==> run_1/wires.png <==
(2 px per µm) Two of the layers only.
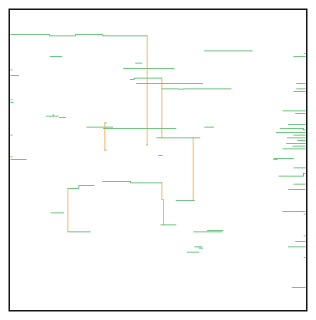
==> run_1/detail.png <==
Window x 59 to 89, y 90 to 120 µm. Cells in gray, sequential cells in the stronger gray; small squares are vias.
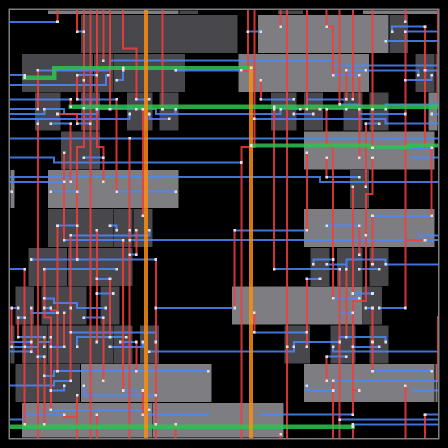
==> run_1/logic_types.png <==
(3 px per µm)
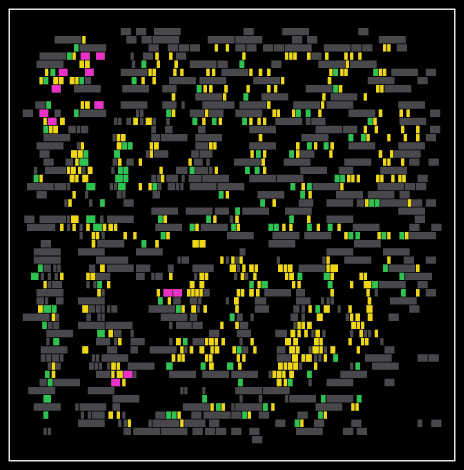
File: config.mk
export PLATFORM = sky130hd
export DESIGN_NAME = program_loader
export DESIGN_NICKNAME = d
export VERILOG_FILES = /design/src/rtl/loader_pkg.sv /design/src/rtl/loader_timeout_counter.sv /design/src/rtl/program_loader.sv
export SDC_FILE = /design/constraint.sdc
export NUM_CORES = 1
export LEC_CHECK = 0
export ABC_AREA = 1
export CAP_MARGIN = 20
export CELL_PAD_IN_SITES_DETAIL_PLACEMENT = 0
export CELL_PAD_IN_SITES_GLOBAL_PLACEMENT = 2
export CORE_AREA = 4 4 144 146
export CTS_BUF_LIST = sky130_fd_sc_hd__clkbuf_8
export CTS_CLUSTER_SIZE = 12
export DETAILED_ROUTE_END_ITERATION = 6
export DIE_AREA = 0 0 148 150
export PLACE_DENSITY_LB_ADDON = 0.1
export RECOVER_POWER = 25
export SLEW_MARGIN = 20
export SYNTH_ARGS = -nofsm -noshare
export SYNTH_HDL_FRONTEND = slang
export SYNTH_SLANG_ARGS = --single-unit
File: constraint.sdc
create_clock -name clk -period 2.6 [get_ports clk]
set_input_delay 0.26 -clock clk [delete_from_list [all_inputs] [get_ports clk]]
set_output_delay 0.26 -clock clk [all_outputs]
set_load 0.01 [all_outputs]
File: src/rtl/loader_pkg.sv
// loader_pkg
//   Shared definitions for the program loader: the loader state encoding,
//   the frame sync byte and the width of the frame length field.
package loader_pkg;

   localparam int         LEN_WIDTH = 16;
   localparam logic [7:0] SYNC_BYTE = 8'hA5;

   typedef enum logic [2:0] {
      IDLE,
      LEN_LO,
      LEN_HI,
      DATA,
      CHECK,
      RUN,
      ERROR
   } loader_state_t;

endpackage

File: src/rtl/loader_timeout_counter.sv
// loader_timeout_counter
//   Counts idle cycles between received bytes and flags a gap that reaches
//   TIMEOUT_CYCLES.
// Ports:
//   clk     in   clock
//   rst     in   asynchronous active-low reset
//   enable  in   count only while a frame is in progress
//   clear   in   a byte arrived this cycle, restart the gap count
//   expired out  one-cycle pulse: this edge completes TIMEOUT_CYCLES idle cycles
module loader_timeout_counter #(
   parameter int TIMEOUT_CYCLES = 1_000_000
) (
   input  logic clk,
   input  logic rst,
   input  logic enable,
   input  logic clear,
   output logic expired
);

   localparam int                   CNT_WIDTH = $clog2(TIMEOUT_CYCLES + 1);
   localparam logic [CNT_WIDTH-1:0] LAST_IDLE = CNT_WIDTH'(TIMEOUT_CYCLES - 1);

   logic [CNT_WIDTH-1:0] count_reg;

   // The count equals the number of idle edges since the last byte, so the
   // pulse lines up with the edge that would make it TIMEOUT_CYCLES.
   assign expired = enable && !clear && (count_reg == LAST_IDLE);

   always_ff @(posedge clk or negedge rst) begin
      if (!rst) begin
         count_reg <= '0;
      end else if (!enable || clear || expired) begin
         count_reg <= '0;
      end else begin
         count_reg <= count_reg + 1'b1;
      end
   end

endmodule

File: src/rtl/program_loader.sv
// program_loader
//   Receives a framed program image (A5, LEN_LO, LEN_HI, LEN*4 payload bytes,
//   CHK) from the UART byte stream, writes little-endian 32-bit words to
//   instruction memory at ascending addresses, verifies the XOR checksum and
//   releases the CPU only after a valid image is loaded.
// Ports:
//   clk, rst (async active-low)
//   rx_valid/rx_data        received byte strobe, no backpressure
//   reload                  return to IDLE (priority over rx_valid)
//   instruction_write/addr/in  instruction memory write port
//   cpu_rst, debug_enable   datapath reset / run enable (released only in RUN)
//   load_done, load_error   image accepted / frame rejected
//   word_count              words written in the current or last frame
module program_loader
   import loader_pkg::*;
#(
   parameter int ADDR_WIDTH     = 16,
   parameter int TIMEOUT_CYCLES = 1_000_000
) (
   input  logic                  clk,
   input  logic                  rst,
   input  logic                  rx_valid,
   input  logic [7:0]            rx_data,
   input  logic                  reload,
   output logic                  instruction_write,
   output logic [ADDR_WIDTH-1:0] instruction_addr,
   output logic [31:0]           instruction_in,
   output logic                  cpu_rst,
   output logic                  debug_enable,
   output logic                  load_done,
   output logic                  load_error,
   output logic [ADDR_WIDTH-2:0] word_count
);

   // Largest accepted image, kept at 17 bits so LEN is compared untruncated.
   localparam logic [LEN_WIDTH:0] MAX_WORDS = (LEN_WIDTH + 1)'(1 << (ADDR_WIDTH - 2));

   loader_state_t         state_reg, state_next;
   logic [LEN_WIDTH-1:0]  len_reg, len_next;
   logic [7:0]            chk_reg, chk_next;
   logic [1:0]            byte_cnt_reg, byte_cnt_next;
   logic [23:0]           word_reg;
   logic                  write_reg, write_next;
   logic [ADDR_WIDTH-1:0] addr_reg, addr_next;
   logic [31:0]           instr_reg, instr_next;
   logic                  done_reg, done_next;
   logic                  error_reg, error_next;
   logic [ADDR_WIDTH-2:0] wc_reg, wc_next;
   logic                  cpu_rst_reg, debug_en_reg;
   logic                  timeout_enable, timeout_expired;
   logic [LEN_WIDTH:0]    len_full;
   logic [2:0]            lane_sel;

   assign timeout_enable = (state_reg == LEN_LO) || (state_reg == LEN_HI) ||
                           (state_reg == DATA)   || (state_reg == CHECK);

   loader_timeout_counter #(
      .TIMEOUT_CYCLES(TIMEOUT_CYCLES)
   ) u_timeout (
      .clk    (clk),
      .rst    (rst),
      .enable (timeout_enable),
      .clear  (rx_valid),
      .expired(timeout_expired)
   );

   // Length as it will be once the LEN_HI byte in rx_data is taken.
   assign len_full = {1'b0, rx_data, len_reg[7:0]};

   // Byte lanes 0..2 of the word are held here; lane 3 goes straight from
   // rx_data into the write data.
   for (genvar gi = 0; gi < 3; gi++) begin : g_lane
      assign lane_sel[gi] = rx_valid && !reload && (state_reg == DATA) &&
                            (byte_cnt_reg == 2'(gi));
   end

   always_ff @(posedge clk or negedge rst) begin
      if (!rst) begin
         word_reg <= '0;
      end else begin
         for (int i = 0; i < 3; i++) begin
            if (lane_sel[i]) begin
               word_reg[8*i +: 8] <= rx_data;
            end
         end
      end
   end

   always_comb begin
      state_next    = state_reg;
      len_next      = len_reg;
      chk_next      = chk_reg;
      byte_cnt_next = byte_cnt_reg;
      write_next    = 1'b0;
      addr_next     = addr_reg;
      instr_next    = instr_reg;
      done_next     = done_reg;
      error_next    = error_reg;
      wc_next       = wc_reg;

      if (reload) begin
         state_next = IDLE;
      end else if (timeout_expired) begin
         state_next = ERROR;
         error_next = 1'b1;
      end else if (rx_valid) begin
         case (state_reg)
            IDLE, ERROR: begin
               if (rx_data == SYNC_BYTE) begin
                  state_next    = LEN_LO;
                  chk_next      = '0;
                  byte_cnt_next = '0;
                  wc_next       = '0;
                  done_next     = 1'b0;
                  error_next    = 1'b0;
               end
            end
            LEN_LO: begin
               len_next[7:0] = rx_data;
               chk_next      = chk_reg ^ rx_data;
               state_next    = LEN_HI;
            end
            LEN_HI: begin
               len_next[15:8] = rx_data;
               chk_next       = chk_reg ^ rx_data;
               if (len_full > MAX_WORDS) begin
                  state_next = ERROR;
                  error_next = 1'b1;
               end else if (len_full == '0) begin
                  state_next = CHECK;
               end else begin
                  state_next = DATA;
               end
            end
            DATA: begin
               chk_next      = chk_reg ^ rx_data;
               byte_cnt_next = byte_cnt_reg + 2'd1;
               if (byte_cnt_reg == 2'd3) begin
                  write_next = 1'b1;
                  addr_next  = ADDR_WIDTH'({wc_reg, 2'b00});
                  instr_next = {rx_data, word_reg};
                  wc_next    = wc_reg + 1'b1;
                  if ((LEN_WIDTH + 1)'(wc_reg) + 17'd1 == {1'b0, len_reg}) begin
                     state_next = CHECK;
                  end
               end
            end
            CHECK: begin
               if (rx_data == chk_reg) begin
                  state_next = RUN;
                  done_next  = 1'b1;
               end else begin
                  state_next = ERROR;
                  error_next = 1'b1;
               end
            end
            RUN: begin
            end
            default: begin
               state_next = IDLE;
            end
         endcase
      end
   end

   always_ff @(posedge clk or negedge rst) begin
      if (!rst) begin
         state_reg    <= IDLE;
         len_reg      <= '0;
         chk_reg      <= '0;
         byte_cnt_reg <= '0;
         write_reg    <= 1'b0;
         addr_reg     <= '0;
         instr_reg    <= '0;
         done_reg     <= 1'b0;
         error_reg    <= 1'b0;
         wc_reg       <= '0;
         cpu_rst_reg  <= 1'b1;
         debug_en_reg <= 1'b0;
      end else begin
         state_reg    <= state_next;
         len_reg      <= len_next;
         chk_reg      <= chk_next;
         byte_cnt_reg <= byte_cnt_next;
         write_reg    <= write_next;
         addr_reg     <= addr_next;
         instr_reg    <= instr_next;
         done_reg     <= done_next;
         error_reg    <= error_next;
         wc_reg       <= wc_next;
         // Registered from the next state so the CPU is released in the
         // same cycle RUN becomes current.
         cpu_rst_reg  <= (state_next != RUN);
         debug_en_reg <= (state_next == RUN);
      end
   end

   assign instruction_write = write_reg;
   assign instruction_addr  = addr_reg;
   assign instruction_in    = instr_reg;
   assign cpu_rst           = cpu_rst_reg;
   assign debug_enable      = debug_en_reg;
   assign load_done         = done_reg;
   assign load_error        = error_reg;
   assign word_count        = wc_reg;

endmodule

==> results.txt, run 1 <==
The synthesis and PnR run went through. The run finished, with violations left. The final reports fail on max-capacitance violations, max-slew violations. Traced cell by cell, the critical path runs through ha_2 -> nand2_1 -> nor2_4 -> buf_4 -> nand3_1 -> nand2_1 -> nand3_1 -> nand2_1 -> nand2_1 -> nor2_2 -> nand4_1 -> nand2_1 -> nand2_1 -> a21oi_2 -> nand2_1 -> nor2_1. Per the detail_route log, met2 wirelength is 8770 µm.

Number of tap cells inserted landed at 265. Final design instance area without fill landed at 0.00812 mm². The finished layout holds 1167 standard cells, fillers aside. Row generation in the floorplan step produced 51 rows.

Number of instances on the worst hold path landed at 1. In the Yosys stats the netlist draws on 37 distinct library cells. Total power divided by cell area landed at 654 mW/mm². After the last flow step, the layout net total stands at 908. Share of post-route cells with drive strength above 1 landed at 8.76%. The path with the worst hold slack has its endpoint at u_timeout.count_reg[0]$_DFF_PN0_. The final max-slew violation count recorded for this run is 62. Chip height landed at 150 µm. The layout report lists the non-clock buffer share of cell area as 11.4%.

At the pin with the least slew margin, the transition time is 1.62 ns. For the final routed database, the setup TNS stands at 0 ns. After detailed routing, no signal wire sits above met4. Number of nets still failing antenna checks after routing landed at 0. met2 is the most crowded layer. In this run the VDD rail shows a maximum IR drop of 372 µV. According to the floorplan report, the placeable core area is 0.0194 mm².

Per the log, the first TritonRoute iteration ended with a DRC count of 357. Logic depth along the worst register-to-register path is recorded as 16. Among all cell types in the netlist, the one instantiated most often is sky130_fd_sc_hd__nand2_1. The critical path maximum fanout is 8. Clock latency on the worst-skew pair landed at 0.45 ns. Count of maximum capacitance violations landed at 1. Clock buffer and inverter area fraction after layout landed at 5.06%. TritonCTS built the clock tree. At the worst endpoint, the arrival time is 2.75 ns.

Routability-driven placement congestion ratio landed at 0.801. Before antenna repair, the detailed router went through 5 iterations. The largest total area in the synthesized netlist belongs to sky130_fd_sc_hd__dfrtp_1.

Minimum setup slack after placement landed at 0.116 ns. The final layout contains routed wiring with a total length of 17700 µm. The worst setup path is captured at a flip-flop. Clock period minus worst slack landed at 2.36 ns. Measured on the finished design, the core utilization comes to 41.8%.

Clock buffer count from CTS landed at 17. Share of the final layout cell area in multi-input gates landed at 33.0%. Buffers plus inverters on the worst setup path landed at 1. Vias per cell landed at 4.79. Endpoints failing hold in the final report were tallied at 0.

The most critical hold endpoint after final layout shows a slack of 0.461 ns. The routed design shows a wire length per standard cell of 15.2 µm. Sorting the synthesized cells by area gives the leading types as sky130_fd_sc_hd__dfrtp_1 (53%), sky130_fd_sc_hd__nand2_1 (15%), sky130_fd_sc_hd__o21ai_0 (6.0%), sky130_fd_sc_hd__nand3_1 (4.1%), sky130_fd_sc_hd__inv_1 (3.9%). The chip occupies 0.0222 mm². The final timing report counts setup violations totalling 0. Warnings raised by the tools during the run amount to 29. CTS reports a maximum clock tree buffer depth of 2. Total grt overflow landed at 0. Worst-case register-to-register setup slack landed at 0.24 ns. Final-layout clock buffer total landed at 20. Total leakage power landed at 3.75 nW. The initial utilization of the core area, before any placement, comes to 33.7%. For the worst reg-to-reg path, the endpoint reported by OpenROAD is debug_enable$_DFF_PN0_. Ranking logic cells in the layout by count gives the top entries sky130_fd_sc_hd__nand2_1 (265), sky130_fd_sc_hd__dfrtp_1 (138), sky130_fd_sc_hd__o21ai_0 (79). In this run the worst setup path begins at word_count[0]$_DFFE_PN0P_. Once routing completed, OpenROAD measured the worst setup slack at 0.237 ns. For the worst reg-to-reg path, the startpoint reported by OpenROAD is word_count[0]$_DFFE_PN0P_. Synthesis-to-finish area growth landed at 24.0%.

STA classifies the critical path startpoint as a flip-flop. Post-route met1 wirelength landed at 8120 µm. Post-synth the commonest register cell is sky130_fd_sc_hd__dfrtp_1.
Back to the opening pictures, wires.png:
green -> metal 3  # wire length 628 µm
orange -> metal 4  # wire length 173 µm
gr usage total: 16.7%
overall via count from detail_route: 5592

Back to the opening pictures, detail.png:
orange -> metal 4
green -> metal 3
red -> metal 2
blue -> metal 1
sequential cells in the window = 10
netlist names of flops here include = word_reg (6), byte_cnt_reg (2)
cells with their middle in the window = 46
most frequent = nand2_1 (17), dfrtp_1 (10), o21ai_0 (7)

Back to the opening pictures, logic_types.png:
green -> aoi and oai cells  # cells 118, most used o21ai_0, where spread over the die
yellow -> nand cells  # cells 338, most used nand2_1, where spread over the die
magenta -> xor and xnor cells  # cells 12, most used xor2_1

[run 1: cell families after synthesis]
group	after synthesis	synth area share [%]
other	1	0.0573
buffers and inverters	100	6.10
and+or+nand+nor	420	28.1
adders and majority gates	6	1.15
AOI/OAI and AO/OA	120	9.86
DFF	139	53.2
xor gates and xnor gates	12	1.61
[run 1: where the power goes]
part / total, W / leakage, nW / switching [W] / internal [W]
combinational: 0.000890 / 1.66 / 0.000524 / 0.000365
sequential: 0.00256 / 1.89 / 0.000198 / 0.00236
clock: 0.00186 / 0.204 / 0.000920 / 0.000941
total: 0.00531 / 3.75 / 0.00164 / 0.00366
[run 1: timing repair]
action	4_1_cts	5_1_grt
hold buffers	1	0
hold endpoints to repair	59	0
setup endpoints to repair	0	3
resized	0	2
buffers inserted	0	3
==> run_1/layer_met1.png <==
(2 px per µm) Supply wires on this layer in gray.
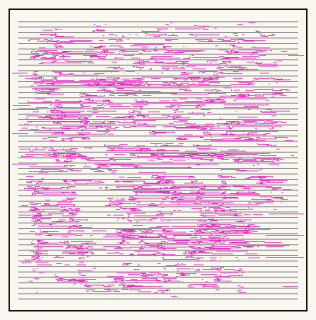

==> run 2, diff against run 1 <==
--- a/config.mk
+++ b/config.mk
@@ -16,6 +16,7 @@
 export DIE_AREA = 0 0 148 150
 export PLACE_DENSITY_LB_ADDON = 0.1
 export RECOVER_POWER = 25
+export SETUP_SLACK_MARGIN = 0.15
 export SLEW_MARGIN = 20
 export SYNTH_ARGS = -nofsm -noshare
 export SYNTH_HDL_FRONTEND = slang
==> run_2/layer_met1.png <==
(2 px per µm) Supply wires on this layer in gray.
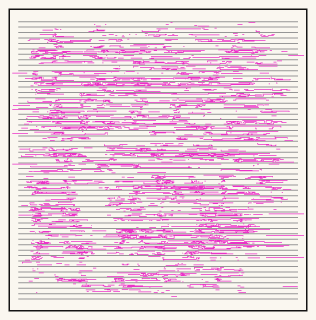
wire length on this layer = 8240 µm
main direction = horizontal
longest straight run = 55.0 µm
share of all routed wire = 46%
overall via count from detail_route: 5564
met1 demand-to-capacity share in global routing: 21.8%
Final Routed Wirelength: 17800 µm

==> run_2/detail.png <==
Window x 59 to 89, y 90 to 120 µm. Cells in gray, sequential cells in the stronger gray; small squares are vias.
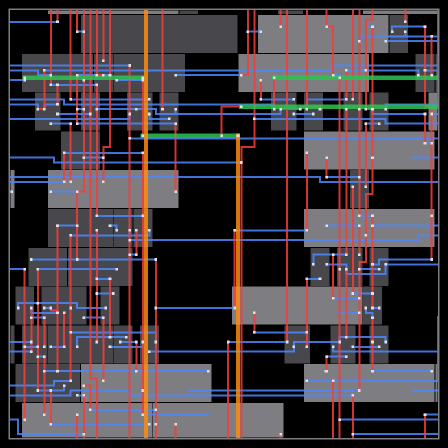
red -> metal 2
green -> metal 3
orange -> metal 4
blue -> metal 1
sequential cells in the window = 10
most frequent = nand2_1 (17), dfrtp_1 (10), o21ai_0 (7)
netlist names of flops here include = word_reg (6), byte_cnt_reg (2)
cells with their middle in the window = 46

==> run_2/wires.png <==
(2 px per µm) Two of the layers only.
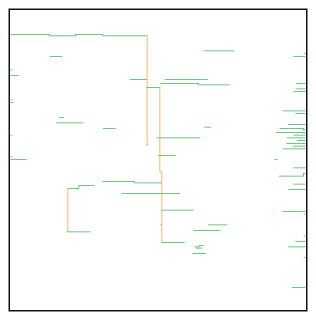
green -> metal 3  # wire length 570 µm
orange -> metal 4  # wire length 155 µm

==> run 2 against run 1 <==
Effect of this change: the flow still finishes with violations (max-capacitance violations, max-slew violations); register-to-register slack better by 0.08 ns; maximum frequency up 3.5%; non-clock buffer count did not move; core utilization increased by 0.30 points; critical path type unchanged; largest power group unchanged; highest routed layer unchanged.
==> results.txt, run 2 <==
The synthesis and PnR run went through. The power consumed by combinational cells was 0.000903 W (+1%). Hold violation total from the final report landed at 0 (unchanged). Number of slew-limit violations in the final report landed at 62 (unchanged). The number of gates resized after cts is 0 (unchanged).

The number of standard cells in the final layout excluding fillers was 1167 (unchanged). The total leakage power came to 3.77 nW (+0.44%). The routability-driven placement congestion ratio is 0.801 (unchanged). Worst voltage drop across the vdd grid landed at 373 µV (+0.35%).

Area fraction in and, or, nand and nor cells landed at 28.1% (unchanged). The number of unique standard cell types used by synthesis is 37 (unchanged). Fraction of power consumed by sequential logic landed at 48.1% (about the same). Share of the final layout cell area in multi-input gates landed at 33.4% (+0.44 points). For this run, design rule violations remaining after detail routing come to 0. Sorting the Yosys area breakdown by cell type puts at the top sky130_fd_sc_hd__dfrtp_1. Listed in order, past its start point the critical path passes ha_4 -> nand2_2 -> nor2_4 -> buf_4 -> nand3_1 -> nand2_1 -> nand3_1 -> nand2_1 -> nand2_1 -> nor2_2 -> nand4_1 -> nand2_2 -> nand2_2 -> a21oi_2 -> nand2_1 -> nor2_1. The switching power share of the total came to 31.1% (+0.13 points). Ranked by total cell area, the synthesized netlist is headed by sky130_fd_sc_hd__dfrtp_1 (53%), sky130_fd_sc_hd__nand2_1 (15%), sky130_fd_sc_hd__o21ai_0 (6.0%), sky130_fd_sc_hd__nand3_1 (4.1%), sky130_fd_sc_hd__inv_1 (3.9%). Pin count of the biggest net entering global routing landed at 63. STA classifies the critical path startpoint as a flip-flop.

The cts-stage hold buffer count was 1 (unchanged). In this run the critical register-to-register path is launched from word_count[0]$_DFFE_PN0P_. The core region area is 0.0194 mm² (unchanged). Worst-case register-to-register setup slack landed at 0.32 ns (+0.08 ns). Power dissipated in the clock network landed at 0.00186 W (about the same). The chip height is 150 µm (unchanged).

Per the cell usage report, the commonest logic cells after layout are sky130_fd_sc_hd__nand2_1 (261), sky130_fd_sc_hd__dfrtp_1 (135), sky130_fd_sc_hd__o21ai_0 (78). The share of post-route cells with drive strength above 1 is 10.2% (+1.4 points). Fraction of power consumed by combinational cells landed at 17.0% (+0.2 points). Number of nets in the final layout landed at 908 (unchanged). The final-report setup violation count came to 0 (unchanged).

The buffers plus inverters on the worst setup path was 1 (unchanged). Clock period minus worst slack landed at 2.28 ns (-0.0801 ns). The run finished, with violations left.

Grouping non-sequential cells by family puts the most area in simple AND/OR/NAND/NOR gates. By count the netlist is led by sky130_fd_sc_hd__nand2_1 (265), sky130_fd_sc_hd__dfrtp_1 (138), sky130_fd_sc_hd__o21ai_0 (79), sky130_fd_sc_hd__inv_1 (68), sky130_fd_sc_hd__nand3_1 (53). The iteration tally of the first detailed-router pass came to 7 (+2).

The detail-routed net length per standard cell came to 15.2 µm (+0.55%). The worst setup path is captured at a flip-flop. Count of multi-input combinational gates landed at 560. Number of nets still failing antenna checks after routing landed at 0 (unchanged). Number of buffers on the longest clock path landed at 2 (unchanged). Highest fanout seen on the critical path landed at 8 (unchanged).

The total grt overflow came to 0 (unchanged). Number of buffers added for setup after CTS landed at 0 (unchanged). The clock buffer count from CTS is 17 (unchanged). Total track usage landed at 16.7% (unchanged). Final total negative setup slack landed at 0 ns (unchanged). The final antenna diode tally reported by the flow is 0. The checks that failed: max-capacitance violations, max-slew violations.

Number of warnings in the stage logs landed at 29 (unchanged). For reference, the critical path is launched at word_count[0]$_DFFE_PN0P_. The most frequently used library cell after synthesis is sky130_fd_sc_hd__nand2_1. Slack of the critical path landed at 0.317 ns (+0.0801 ns). The switching power total came to 0.00166 W (+0.80%). Per the synth stats, the flop cell with the highest instance count is sky130_fd_sc_hd__dfrtp_1.

Flop and latch count out of synthesis landed at 139. Share of Yosys cell area claimed by the top area cell type landed at 52.8%. The final-layout clock buffer total was 20 (unchanged). The total power divided by cell area was 652 mW/mm² (-0.33%).

Count of maximum capacitance violations landed at 1 (unchanged). Sequential power landed at 0.00256 W (about the same). The final core utilization was 42.1% (+0.30 points). The number of tap cells inserted is 265 (unchanged). The minimum setup slack after placement is 0.116 ns (unchanged). The share of power burned in the clock network came to 34.9% (-0.2 points).

Cell row count landed at 51 (unchanged). The worst hold slack across all endpoints is 0.461 ns (-0.0000140 ns). Adder-cell area share of the yosys netlist landed at 1.15% (unchanged). Internal portion of total power landed at 0.00367 W (+0.21%). TritonCTS built the clock tree.

Xor and xnor fraction of the mapped netlist area landed at 1.61% (unchanged). Signal arrival time at the worst endpoint landed at 2.66 ns (-0.09 ns). Looking at the group totals, the largest power group turns out to be sequential cells. The share of final layout cell area taken by non-clock buffers came to 11.4% (-0.082 points). The flow measured a signed area growth from synthesis to layout of 24.9%. The mux share of post-synthesis cell area is 0% (unchanged). The number of violations reported at the end of detailed-routing iteration 0 came to 346 (-3.1%).
## run 2: cell counts after synthesis
Identical to the previous run, type by type.
## run 2: metal layers
layer	share of wire, %	up-vias	GRT usage (%)
met5	0	-	0
met3	3.2	10	3.33
met4	0.87	0	4.16
li1	-	2773	-
met2	50	88	28.7
met1	46	2693	21.8
## run 2: path summary, 6_finish.rpt
kind                                                         end  cells past startpoint
max in group asynchronous               word_reg[21]$_DFFE_PN0P_                      3
min in group asynchronous              word_count[8]$_DFFE_PN0P_                      2
worst max register to register            debug_enable$_DFF_PN0_                     16
worst min-delay path            u_timeout.count_reg[0]$_DFF_PN0_                      1
worst min register to register  u_timeout.count_reg[0]$_DFF_PN0_                      1
worst max-delay path                      debug_enable$_DFF_PN0_                     16
==> run 3, diff against run 2 <==
--- a/config.mk
+++ b/config.mk
@@ -14,6 +14,7 @@
 export CTS_CLUSTER_SIZE = 12
 export DETAILED_ROUTE_END_ITERATION = 6
 export DIE_AREA = 0 0 148 150
+export GPL_TIMING_DRIVEN = 1
 export PLACE_DENSITY_LB_ADDON = 0.1
 export RECOVER_POWER = 25
 export SETUP_SLACK_MARGIN = 0.15
==> run_3/detail.png <==
Window x 59 to 89, y 90 to 120 µm. Cells in gray, sequential cells in the stronger gray; small squares are vias.
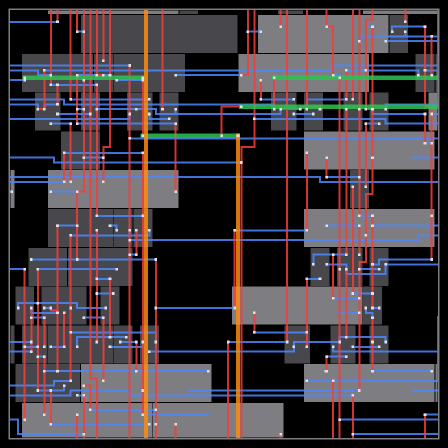
green -> metal 3
blue -> metal 1
orange -> metal 4
red -> metal 2
netlist names of flops here include = word_reg (6), byte_cnt_reg (2)
most frequent = nand2_1 (17), dfrtp_1 (10), o21ai_0 (7)
sequential cells in the window = 10
cells with their middle in the window = 46

==> run_3/logic_types.png <==
(3 px per µm)
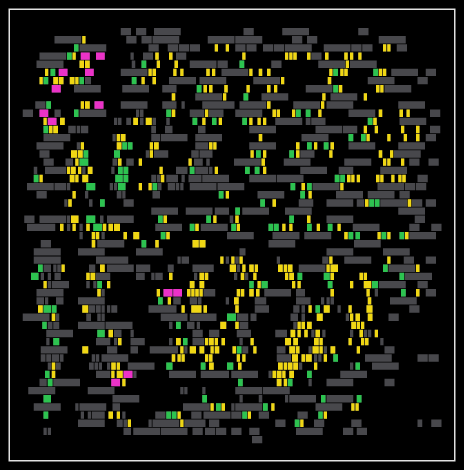
green -> aoi and oai cells  # cells 118, most used o21ai_0, where spread over the die
yellow -> nand cells  # cells 338, most used nand2_1, where spread over the die
magenta -> xor and xnor cells  # cells 12, most used xor2_1
final non-filler cell total: 1167
Top cell excl fill/tap: sky130_fd_sc_hd__nand2_1
fraction of area in multi-input gates: 33.4%

==> run 3 against run 2 <==
Effect of this change: the flow still finishes with violations (max-capacitance violations, max-slew violations); routed wire length unchanged; cell count stayed put; flip-flop count unchanged; core utilization unchanged; synthesized cell count unchanged; total power unchanged; critical endpoint unchanged; clock power is essentially flat; register-to-register slack hardly changed; critical path depth unchanged; largest cell class unchanged; count of clock-buffer cells in the layout did not move.
==> results.txt, run 3 <==
The synthesis and PnR run went through. Ranked by total cell area, the synthesized netlist is headed by sky130_fd_sc_hd__dfrtp_1 (53%), sky130_fd_sc_hd__nand2_1 (15%), sky130_fd_sc_hd__o21ai_0 (6.0%), sky130_fd_sc_hd__nand3_1 (4.1%), sky130_fd_sc_hd__inv_1 (3.9%). The library cells used most frequently in the layout, excluding fill and tap cells, are sky130_fd_sc_hd__nand2_1 (261), sky130_fd_sc_hd__dfrtp_1 (135), sky130_fd_sc_hd__o21ai_0 (78). The worst reg-to-reg path cell count was 16 (unchanged). The number of nets in the final layout came to 908 (unchanged). Final wirelength landed at 17800 µm (unchanged). The number of antenna repair diodes was 0 (unchanged). The highest fanout seen on the critical path is 8 (unchanged).

The number of tap cells inserted is 265 (unchanged). The number of violations reported at the end of detailed-routing iteration 0 was 346 (unchanged). Global routing met1 resource utilization landed at 21.8% (unchanged). The count of unresolved DRC violations after routing came to 0 (unchanged). The number of instances on the worst hold path was 1 (unchanged). The count of maximum capacitance violations was 1 (unchanged). The total power divided by cell area is 652 mW/mm² (unchanged). STA lists the startpoint of the worst register-to-register path as word_count[0]$_DFFE_PN0P_. The worst setup path is captured at a flip-flop. The switching power share of the total was 31.1% (unchanged). The met2 track demand over resource came to 28.7% (unchanged). Clock buffer count from CTS landed at 17 (unchanged). TritonCTS built the clock tree. Number of buffers added for setup after CTS landed at 0 (unchanged).

The fraction of power consumed by combinational cells is 17.0% (about the same). The commonest register cell is sky130_fd_sc_hd__dfrtp_1. The flow ran to the end, but the final reports show violations. The total grt overflow was 0 (unchanged). Detailed route wirelength on metal2 landed at 8830 µm (unchanged).

Adder-cell area share of the yosys netlist landed at 1.15% (unchanged). Mux share of post-synthesis cell area landed at 0% (unchanged). The number of warnings in the stage logs is 29 (unchanged).

Total track usage landed at 16.7% (unchanged). Number of slew-limit violations in the final report landed at 62 (unchanged). Routability-driven placement congestion ratio landed at 0.801 (unchanged). Number of buffers on the longest clock path landed at 2 (unchanged). Final-layout clock buffer total landed at 20 (unchanged). Area fraction in and, or, nand and nor cells landed at 28.1% (unchanged). The final total negative setup slack is 0 ns (unchanged). The sum of met3 wire segment lengths after detailed routing came to 570 µm (unchanged).

Pin count of the biggest net entering global routing landed at 63 (unchanged). The fraction of power consumed by sequential logic is 48.1% (about the same). Number of gates resized after cts landed at 0 (unchanged).

OpenSTA lists the critical path startpoint as word_count[0]$_DFFE_PN0P_. By count the netlist is led by sky130_fd_sc_hd__nand2_1 (265), sky130_fd_sc_hd__dfrtp_1 (138), sky130_fd_sc_hd__o21ai_0 (79), sky130_fd_sc_hd__inv_1 (68), sky130_fd_sc_hd__nand3_1 (53). The total leakage power was 3.77 nW (unchanged).

The worst setup path is launched from a flip-flop. Per STA, the endpoint of the critical path is debug_enable$_DFF_PN0_. Worst voltage drop across the vdd grid landed at 373 µV (unchanged). Detail-routed net length per standard cell landed at 15.2 µm (unchanged).

The hold violation total from the final report was 0 (unchanged). The global routing stage identified its most utilized layer as met2. The final-report setup violation count was 0 (unchanged).

The synthesized design spends more area on one cell type than any other, namely sky130_fd_sc_hd__dfrtp_1. Chip height landed at 150 µm (unchanged). The share of Yosys cell area claimed by the top area cell type came to 52.8% (unchanged).

Clock period minus worst slack landed at 2.28 ns (unchanged). The worst hold slack across all endpoints came to 0.461 ns (unchanged). The checks that failed: max-capacitance violations, max-slew violations. Of the combinational cells, the family taking the most area is simple AND/OR/NAND/NOR gates. The number of unique standard cell types used by synthesis is 37 (unchanged). Hold analysis lists the worst path endpoint as u_timeout.count_reg[0]$_DFF_PN0_. Share of post-route cells with drive strength above 1 landed at 10.2% (unchanged).

The count of multi-input combinational gates is 560 (unchanged).
==> run_3/layer_met1.png <==
(2 px per µm) Supply wires on this layer in gray.
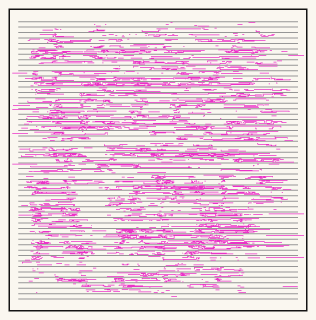
wire length on this layer = 8240 µm
nets with wire on the layer = 829
main direction = horizontal
share of all routed wire = 46%

-- run 3: cell counts after synthesis --
No cell type changed its count.
-- run 3: stage by stage --
step           util (%)  worst slack [ns]  cells
3_5_place_dp       39.6             0.116   1132
4_1_cts            41.7             0.230   1164
2_1_floorplan         -             0.594    799
5_1_grt            42.1             0.134   1167
3_3_place_gp       39.6             0.114   1132
6_report           42.1             0.317   1167
-- run 3: power by group through the flow --
stage	logic, W	clock network (W)	registers, W
CTS	0.000894	0.00192	0.00256
floorplan	0.000512	0	0.00256
detailed placement	0.000889	0	0.00260
global route	0.00104	0.00200	0.00259
finish	0.000903	0.00186	0.00256
global placement	0.000887	0	0.00260
Power figures rest on the tool's default switching activity, not on a simulated workload.
